<file path="config.mk">
export PLATFORM = sky130hd
export DESIGN_NAME = cmd_issue_ctrl
export DESIGN_NICKNAME = d
export VERILOG_FILES = /design/src/rtl/cmd_issue_pkg.sv /design/src/rtl/cmd_issue_regfile.sv /design/src/rtl/cmd_issue_ctrl.sv
export SDC_FILE = /design/constraint.sdc
export NUM_CORES = 1
export LEC_CHECK = 0
export ABC_AREA = 1
export CORE_MARGIN = 3
export CORE_UTILIZATION = 45
export DETAILED_ROUTE_END_ITERATION = 16
export GPL_TIMING_DRIVEN = 0
export PLACE_DENSITY_LB_ADDON = 0.15
export SYNTH_ARGS = -nofsm -noshare
export SYNTH_HDL_FRONTEND = slang
export SYNTH_HIERARCHICAL = 1
export SYNTH_SLANG_ARGS = --single-unit
</file>
<file path="constraint.sdc">
create_clock -name CLK_host -period 2.3 [get_ports CLK_host]
set_clock_uncertainty 0.1 [all_clocks]
set_input_delay 0.46 -clock CLK_host [delete_from_list [all_inputs] [get_ports CLK_host]]
set_output_delay 0.46 -clock CLK_host [all_outputs]
set_load 0.03 [all_outputs]
</file>
<file path="src/rtl/cmd_issue_pkg.sv">
`timescale 1ns/1ps
// Shared definitions for the command issue controller: register map, STATUS bits, FSM states.
// Latency: n/a (definitions only).
// Backpressure: n/a.
package cmd_issue_pkg;

  // Register map
  localparam logic [2:0] ADDR_ARG      = 3'd0;
  localparam logic [2:0] ADDR_CMD      = 3'd1;
  localparam logic [2:0] ADDR_TIMEOUT  = 3'd2;
  localparam logic [2:0] ADDR_RESP     = 3'd3;
  localparam logic [2:0] ADDR_RESP_IDX = 3'd4;
  localparam logic [2:0] ADDR_STATUS   = 3'd5;
  localparam logic [2:0] ADDR_INT_EN   = 3'd6;

  // STATUS bit positions
  localparam int ST_INHIBIT  = 0;  // command in flight (read-only, derived from FSM)
  localparam int ST_DONE     = 1;  // response received
  localparam int ST_TMO      = 2;  // response timeout or handshake loss
  localparam int ST_IDX_ERR  = 3;  // response index differs from issued index
  localparam int ST_VIOL     = 4;  // write to a command register while busy
  localparam int STATUS_W    = 5;

  typedef enum logic [1:0] {
    IDLE  = 2'd0,
    ISSUE = 2'd1,
    WAIT  = 2'd2
  } state_e;

  // Registers that must not move while a command is in flight
  function automatic logic is_cmd_reg(input logic [2:0] addr);
    return (addr == ADDR_ARG) || (addr == ADDR_CMD) || (addr == ADDR_TIMEOUT);
  endfunction

endpackage

</file>
<file path="src/rtl/cmd_issue_regfile.sv">
`timescale 1ns/1ps
// Register file for the command issue controller: ARG/CMD/TIMEOUT/RESP/RESP_IDX/STATUS/INT_EN, W1C, read mux, irq.
// Latency: writes visible next cycle; reads combinational; irq one cycle after STATUS.
// Backpressure: none; writes always accepted, command-register writes are dropped (and flagged) when not idle.
module cmd_issue_regfile
  import cmd_issue_pkg::*;
#(
  parameter logic [15:0] DEF_TIMEOUT = 16'h00C8
) (
  input  logic        clk,
  input  logic        reset,
  input  logic        reg_wr,
  input  logic [2:0]  reg_addr,
  input  logic [31:0] reg_wdata,
  output logic [31:0] reg_rdata,
  input  logic        idle,
  input  logic        resp_ld,
  input  logic [31:0] resp_arg,
  input  logic [5:0]  resp_idx,
  input  logic [3:1]  hw_set,
  output logic        cmd_start,
  output logic [31:0] arg,
  output logic [5:0]  cmd_idx,
  output logic [15:0] timeout,
  output logic        irq
);

  logic [31:0]         resp_q;
  logic [5:0]          resp_idx_q;
  logic [STATUS_W-1:1] status_q;
  logic [STATUS_W-1:1] status_d;
  logic [STATUS_W-1:0] status_view;
  logic [STATUS_W-1:0] int_en_q;
  logic                viol;
  logic                wr_status;

  assign viol        = reg_wr && is_cmd_reg(reg_addr) && !idle;
  assign wr_status   = reg_wr && (reg_addr == ADDR_STATUS);
  assign cmd_start   = reg_wr && (reg_addr == ADDR_CMD) && idle;
  assign status_view = {status_q, ~idle};

  // Sticky STATUS bits: W1C clear first, then hardware sets so a coincident event is never lost
  always_comb begin
    status_d = status_q;
    if (wr_status) begin
      status_d = status_d & ~reg_wdata[STATUS_W-1:1];
    end
    status_d = status_d | {viol, hw_set};
  end

  // Register state; command registers only move while idle
  always_ff @(posedge clk) begin
    if (reset) begin
      arg        <= '0;
      cmd_idx    <= '0;
      timeout    <= DEF_TIMEOUT;
      resp_q     <= '0;
      resp_idx_q <= '0;
      status_q   <= '0;
      int_en_q   <= '0;
      irq        <= 1'b0;
    end else begin
      if (reg_wr && idle && (reg_addr == ADDR_ARG)) begin
        arg <= reg_wdata;
      end
      if (cmd_start) begin
        cmd_idx <= reg_wdata[5:0];
      end
      if (reg_wr && idle && (reg_addr == ADDR_TIMEOUT)) begin
        timeout <= reg_wdata[15:0];
      end
      if (reg_wr && (reg_addr == ADDR_INT_EN)) begin
        int_en_q <= reg_wdata[STATUS_W-1:0];
      end
      if (resp_ld) begin
        resp_q     <= resp_arg;
        resp_idx_q <= resp_idx;
      end
      status_q <= status_d;
      irq      <= |(status_view & int_en_q);
    end
  end

  // Combinational read mux; unused bits and unmapped address read zero
  always_comb begin
    reg_rdata = '0;
    case (reg_addr)
      ADDR_ARG:      reg_rdata = arg;
      ADDR_CMD:      reg_rdata = {26'b0, cmd_idx};
      ADDR_TIMEOUT:  reg_rdata = {16'b0, timeout};
      ADDR_RESP:     reg_rdata = resp_q;
      ADDR_RESP_IDX: reg_rdata = {26'b0, resp_idx_q};
      ADDR_STATUS:   reg_rdata = {27'b0, status_view};
      ADDR_INT_EN:   reg_rdata = {27'b0, int_en_q};
      default:       reg_rdata = '0;
    endcase
  end

endmodule

</file>
<file path="src/rtl/cmd_issue_ctrl.sv">
`timescale 1ns/1ps
// Host-side command issue controller: register interface plus IDLE/ISSUE/WAIT handshake with the CMD top level.
// Latency: CMD write at cycle N raises new_cmd at N+1; STATUS updates the edge after an event, irq one cycle later.
// Backpressure: new_cmd held until cmd_busy (bounded by HANDSHAKE_MAX); writes to command registers while busy are dropped.
module cmd_issue_ctrl
  import cmd_issue_pkg::*;
#(
  parameter logic [15:0] DEF_TIMEOUT   = 16'h00C8,
  parameter int          HANDSHAKE_MAX = 8
) (
  input  logic        CLK_host,
  input  logic        reset,
  input  logic        reg_wr,
  input  logic [2:0]  reg_addr,
  input  logic [31:0] reg_wdata,
  output logic [31:0] reg_rdata,
  output logic        new_cmd,
  output logic [31:0] cmd_arg,
  output logic [5:0]  cmd_index,
  output logic [15:0] timeout_value,
  input  logic        cmd_busy,
  input  logic        cmd_complete,
  input  logic        timeout_error,
  input  logic [31:0] response_arg,
  input  logic [5:0]  response_index,
  output logic        irq
);

  localparam int HS_W = $clog2(HANDSHAKE_MAX + 1);

  state_e          state_q;
  state_e          state_d;
  logic [HS_W-1:0] hs_cnt_q;
  logic [HS_W-1:0] hs_cnt_d;
  logic            cmd_start;
  logic            resp_ld;
  logic [3:1]      hw_set;

  cmd_issue_regfile #(
    .DEF_TIMEOUT (DEF_TIMEOUT)
  ) u_regfile (
    .clk       (CLK_host),
    .reset     (reset),
    .reg_wr    (reg_wr),
    .reg_addr  (reg_addr),
    .reg_wdata (reg_wdata),
    .reg_rdata (reg_rdata),
    .idle      (state_q == IDLE),
    .resp_ld   (resp_ld),
    .resp_arg  (response_arg),
    .resp_idx  (response_index),
    .hw_set    (hw_set),
    .cmd_start (cmd_start),
    .arg       (cmd_arg),
    .cmd_idx   (cmd_index),
    .timeout   (timeout_value),
    .irq       (irq)
  );

  // State and handshake-wait counter
  always_ff @(posedge CLK_host) begin
    if (reset) begin
      state_q  <= IDLE;
      hs_cnt_q <= '0;
    end else begin
      state_q  <= state_d;
      hs_cnt_q <= hs_cnt_d;
    end
  end

  // Next state, handshake request and STATUS/RESP update strobes
  always_comb begin
    state_d  = state_q;
    hs_cnt_d = hs_cnt_q;
    new_cmd  = 1'b0;
    resp_ld  = 1'b0;
    hw_set   = '0;
    case (state_q)
      IDLE: begin
        hs_cnt_d = '0;
        if (cmd_start) begin
          state_d = ISSUE;
        end
      end
      ISSUE: begin
        // new_cmd drops in the same cycle the CMD top level shows busy
        if (cmd_busy) begin
          state_d = WAIT;
        end else begin
          new_cmd = 1'b1;
          if (hs_cnt_q == HS_W'(HANDSHAKE_MAX - 1)) begin
            hw_set[ST_TMO] = 1'b1;
            state_d        = IDLE;
          end else begin
            hs_cnt_d = hs_cnt_q + 1'b1;
          end
        end
      end
      WAIT: begin
        // Timeout takes priority over a coincident completion
        if (timeout_error) begin
          hw_set[ST_TMO] = 1'b1;
          state_d        = IDLE;
        end else if (cmd_complete) begin
          resp_ld         = 1'b1;
          hw_set[ST_DONE] = 1'b1;
          if (response_index != cmd_index) begin
            hw_set[ST_IDX_ERR] = 1'b1;
          end
          state_d = IDLE;
        end
      end
      default: begin
        state_d = IDLE;
      end
    endcase
  end

endmodule
</file>
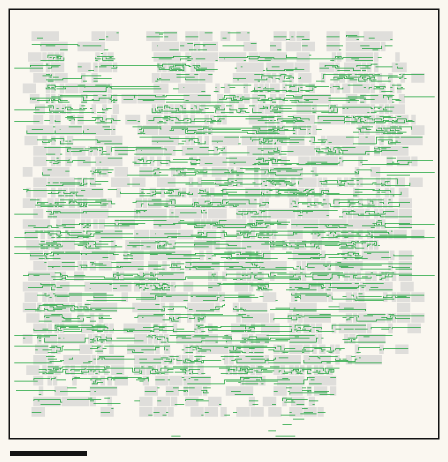
**Above:** met1 routing.
Scale bar: 20 um. Cells faint in the background.
wire length on this layer: 6460 um
longest straight run: 35.4 um
nets with wire on the layer: 888

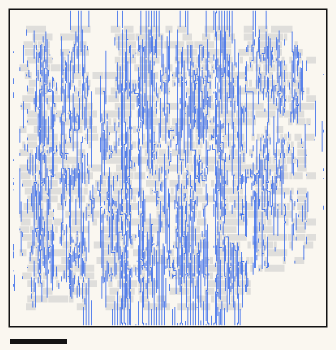
**Above:** metal 2.
Scale bar: 20 um. Cells faint in the background.
share of all routed wire: 48%
longest straight run: 48.3 um
main direction: vertical
wire length on this layer: 7880 um
nets with wire on the layer: 806

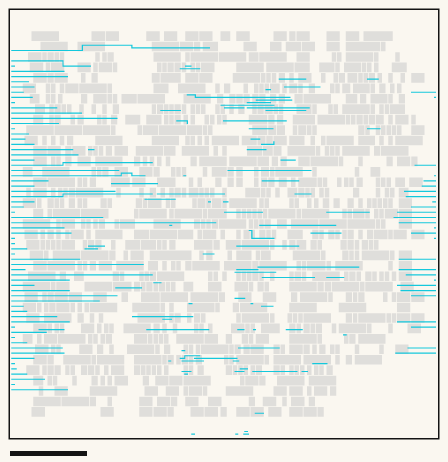
**Above:** metal 3.
Scale bar: 20 um. Cells faint in the background.
main direction: horizontal
nets with wire on the layer: 146

==> reports/metrics.yaml <==
layout:
  largest_cell_class: "combinational gates"
  inverters: 44
  fill_cells: 938
  reg_top3: "u_regfile/arg (32), u_regfile/resp_q (32), u_regfile/timeout (16)"
  ff_latch_area_sq_um: 2163
  fin_cells: 1061
  nNetsFinal: 1004
  logic_gate_count: 549
  mi_logic_area_sq_um: 2477
  comb_share: 0.3507
  nClkBuffers: 9
  num_antenna_cells: 0
  sh_seq_area: 0.3062
routing:
  dr.pass1.iters: 6
  route.met3.wl_mm: 1.506
  top_layer_used: "met4"
  wl_per_cell_um: 15.31
  ant_nets: 0
sta:
  tns_ns: 0
  setup_viol: 0
  min_period_ns: 2.246
  fmax_mhz: 445.3
  fin_ws_ns: 0.05444
yosys:
  yosysWarnings: 6
  edf_count: 0
  ys_top_cells_by_area: "dfxtp_1 43%, nor2_1 15%, nand2_1 13%, o21ai_0 8.6%, inv_1 2.9%"
  synth_cell_types: 30
  muxShareOfSynthArea: 0
  xor_share: 0.001748
  syn_avg_cell_area_sq_um: 6.781
  postSynth.asyncResetShare: 0
  aoi_share: 0.1174
  simple_gate_share: 0.3556
  top_area_frac: 0.4315
  yosysTopAreaCell: "dfxtp_1"
place:
  dpl.hpwl_mm: 12.30
  dp_cells: 1039
critical_path:
  crit_family: "buffers and inverters"
  cp.required_ns: 1.74
  path_max_fanout: 10
  start_kind: "input pin"
  crit_path_max_incr_delay_ns: 0.27
  path_buffers: 5
  cp-endpoint: "reg_rdata[6]"
clocking:
  cts.repair.resized: 183
  tritoncts: "done"
  clk_root_buffer_cell: "clkbuf_8"
  numClockSinks: 108
  clock_latency_ns: 0.37
floorplanning:
  die_h_um: 111.5
  nWellTaps: 136
power:
  clkPwrFrac: 0.261
  ir_drop_mv: 0.4215
  leakagePower_nw: 3.256
run_status:
  status: "completed"
grt:
  grt_pass1_wl_mm: 26.58
  grt_max_degree: 19
run:
  cap_violations: 0
Power is estimated from default activity; no workload was simulated.
